Design mac_sequencer_flat, sky130hd; sources not shown.
==> images/clocks.png <==
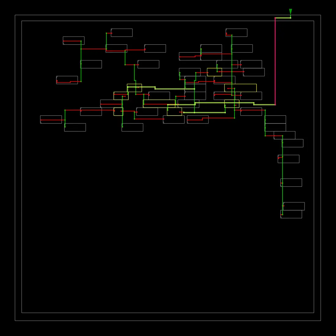
Num CTS Buffers: 5
clk latency late pin: 0.29 ns

==> images/metal_density.png <==
Drawn at 4 px/µm. 21 x 21 tiles, from black (low) to pale yellow (high), scaled to the fullest tile. Values are wire area over tile area, all layers added.
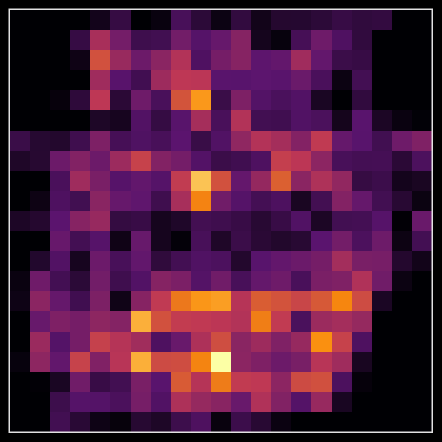
- tiles over half the peak: 10%
- densest ninth of the die: south
- nearly empty tiles: 19%
- mean over tiles: 0.10
routed vias: 2869
Routed WL: 7.43 mm
overall routing resource usage: 15.3%

==> images/layer_met3.png <==
Drawn at 4 px/µm.
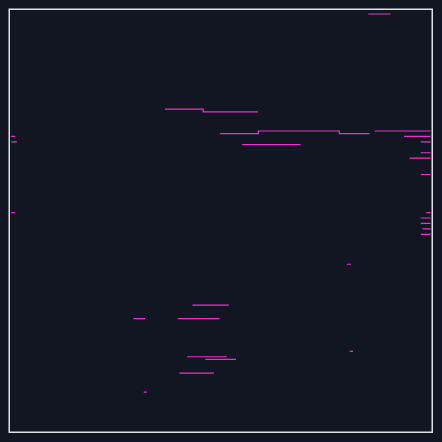
- main direction: horizontal
- longest straight run: 20.2 µm
- share of all routed wire: 2.3%
- wire length on this layer: 173 µm
- nets with wire on the layer: 22
GRT met3 Usage: 2.60%

==> images/flops_by_reg.png <==
Drawn at 4 px/µm.
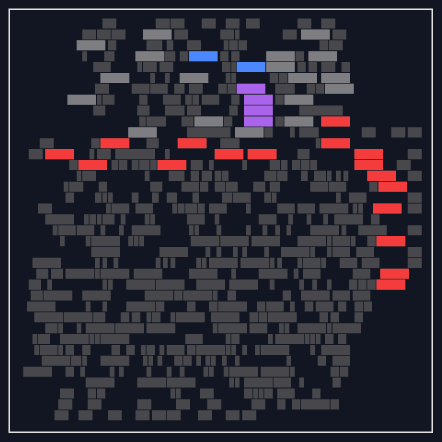
- red: `u_core/bus.product` (sequential cells 17)
- purple: `u_core/tag_b` (sequential cells 4; where north)
- blue: `u_core/state_q` (sequential cells 2)
- not colored: 18
sequential power: 242 µW
register area: 821 µm²
Util after Layout: 48.0%
Seq area share: 16.9%

==> images/sizes.png <==
Drawn at 4 px/µm.
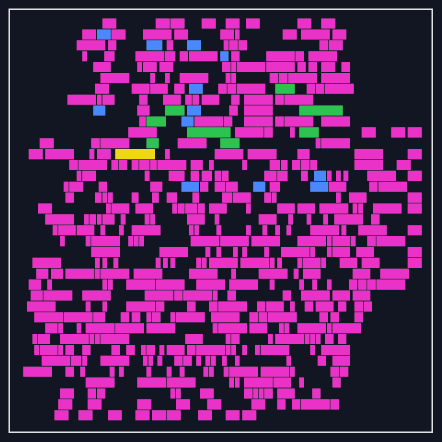
- yellow: _3 and _4 cells (cells 1; most used o41ai_4)
- magenta: _0 and _1 cells (cells 465; most used inv_1)
- green: _6 and larger (cells 8; most used clkbuf_8)
- blue: _2 cells (cells 12; most used a21bo_2)
Buffers excl. clock: 48
Area Overhead vs Synth: 18.4%
Finished Cell Area: 4870 µm²
Setup WS post-layout: 1.89 ns

==> flow_summary.json <==
{
  "outcome": "finished, final reports clean",
  "fin_total_pwr_mw": 1.30,
  "cts_tree": "done",
  "wl_per_cell_um": 11.9,
  "power_frac_seq_pct": 18.6,
  "fin_nets": 602,
  "cp_common_cell": "fa_1",
  "r2r_setup_slack_ns": 5.31,
  "rsz0062_at_grt": "no",
  "start_kind": "input port",
  "gp_congestion": 0.784,
  "floorplan.core_util_pct": 40.6,
  "fin_hold_ws_ns": 0.430,
  "p_int_uw": 752,
  "synth-main-ff-cell": "dfxtp_1",
  "synth_cells": 437,
  "fillers": 963,
  "clock_path_buffers": 2,
  "pwr-share-clk_pct": 16.6,
  "max_stage_delay_ns": 0.55,
  "htreeDepth": 2,
  "fmax_mhz": 183,
  "pre_cts_ws_ns": 1.54,
  "cp.required_ns": 7.57,
  "min_delay_path_depth": 1,
  "place_inst": 614,
  "antenna_found_initial": 0,
  "synthesis.nets": 554,
  "die-area_um2": 11100,
  "finalCritPeriodShare_pct": 74.3,
  "layout.cells.most_common": "inv_1",
  "dp.final_hpwl_mm": 6.31,
  "finalSetupViolCount": 0,
  "ioPinCount": 49,
  "first_pass_iters": 4,
  "first_global_vias": 3068,
  "dieHeight_um": 105,
  "hold_class": "reg -> reg",
  "die_width_um": 105,
  "dpl_cell_area_um2": 4730,
  "switchingPower_uw": 548,
  "top_cells_by_count": "inv_1, fa_1, and2_1, dfxtp_1, ha_1",
  "top_cells_by_area": "fa_1, dfxtp_1, ha_1",
  "xor_area_share_pct": 2.56,
  "crit_fanout": 9,
  "post-route-min-period_ns": 5.46,
  "arrival_ns": 5.68,
  "crit_path_cell_trace": "clkdlybuf4s50_1 > clkinv_1 > nor2_1 > fa_1 > fa_1 > fa_1 > inv_1 > fa_1 > inv_1 > ha_1 > a2111oi_0 > a21oi_1 > o21a_1 > a31oi_1 > mux2i_1",
  "ys_sh_mux_pct": 1.49,
  "cts.sinks": 41,
  "maxCapViolations": 0,
  "top_area_share_pct": 29.7,
  "simple_gate_share_pct": 17.8,
  "rows": 37,
  "drt_iter0_drc": 88,
  "largest_reg_flops": 17,
  "power_frac_comb_pct": 64.8,
  "route.detailed.drc": 0,
  "timing.critical_path.buf_inv": 4,
  "crit_cells": 15,
  "yosysWarnings": 6,
  "port_buffers": 48,
  "ys_sh_aoi_pct": 7.70,
  "grt_pass1_wl_mm": 13.9,
  "worst_pin_slew_ns": 0.875,
  "final_cells": 622,
  "syn_avg_cell_area_um2": 9.41,
  "worstRegToRegCells": 5,
  "syn_area_um2": 4110,
  "synthArstFlopShare_pct": 0
}
layout make-up:
type / count / area [µm²] / area share, %
clock buffer: 5 / 68.8 / 1.41
inverter: 99 / 372 / 7.63
multi-input combinational: 290 / 2890 / 59.3
clock inverter: 3 / 68.8 / 1.41
tap: 136 / 170 / 3.50
sequential: 41 / 821 / 16.9
timing repair buffer: 48 / 480 / 9.87
cell families after synthesis:
| logic type | Yosys count |
|---|---|
| and+or+nand+nor | 135 |
| AOI/OAI and AO/OA | 40 |
| DFF | 41 |
| buffers and inverters | 106 |
| xor gates and xnor gates | 12 |
| muxes | 6 |
| adders and majority gates | 97 |
metal layers:
metal	part of all wire, %	GRT usage [%]
met5	0	0
met4	0.94	2.57
met3	2.3	2.60
met2	51	27.6
met1	45	19.5
Power and IR drop assume default switching activity.
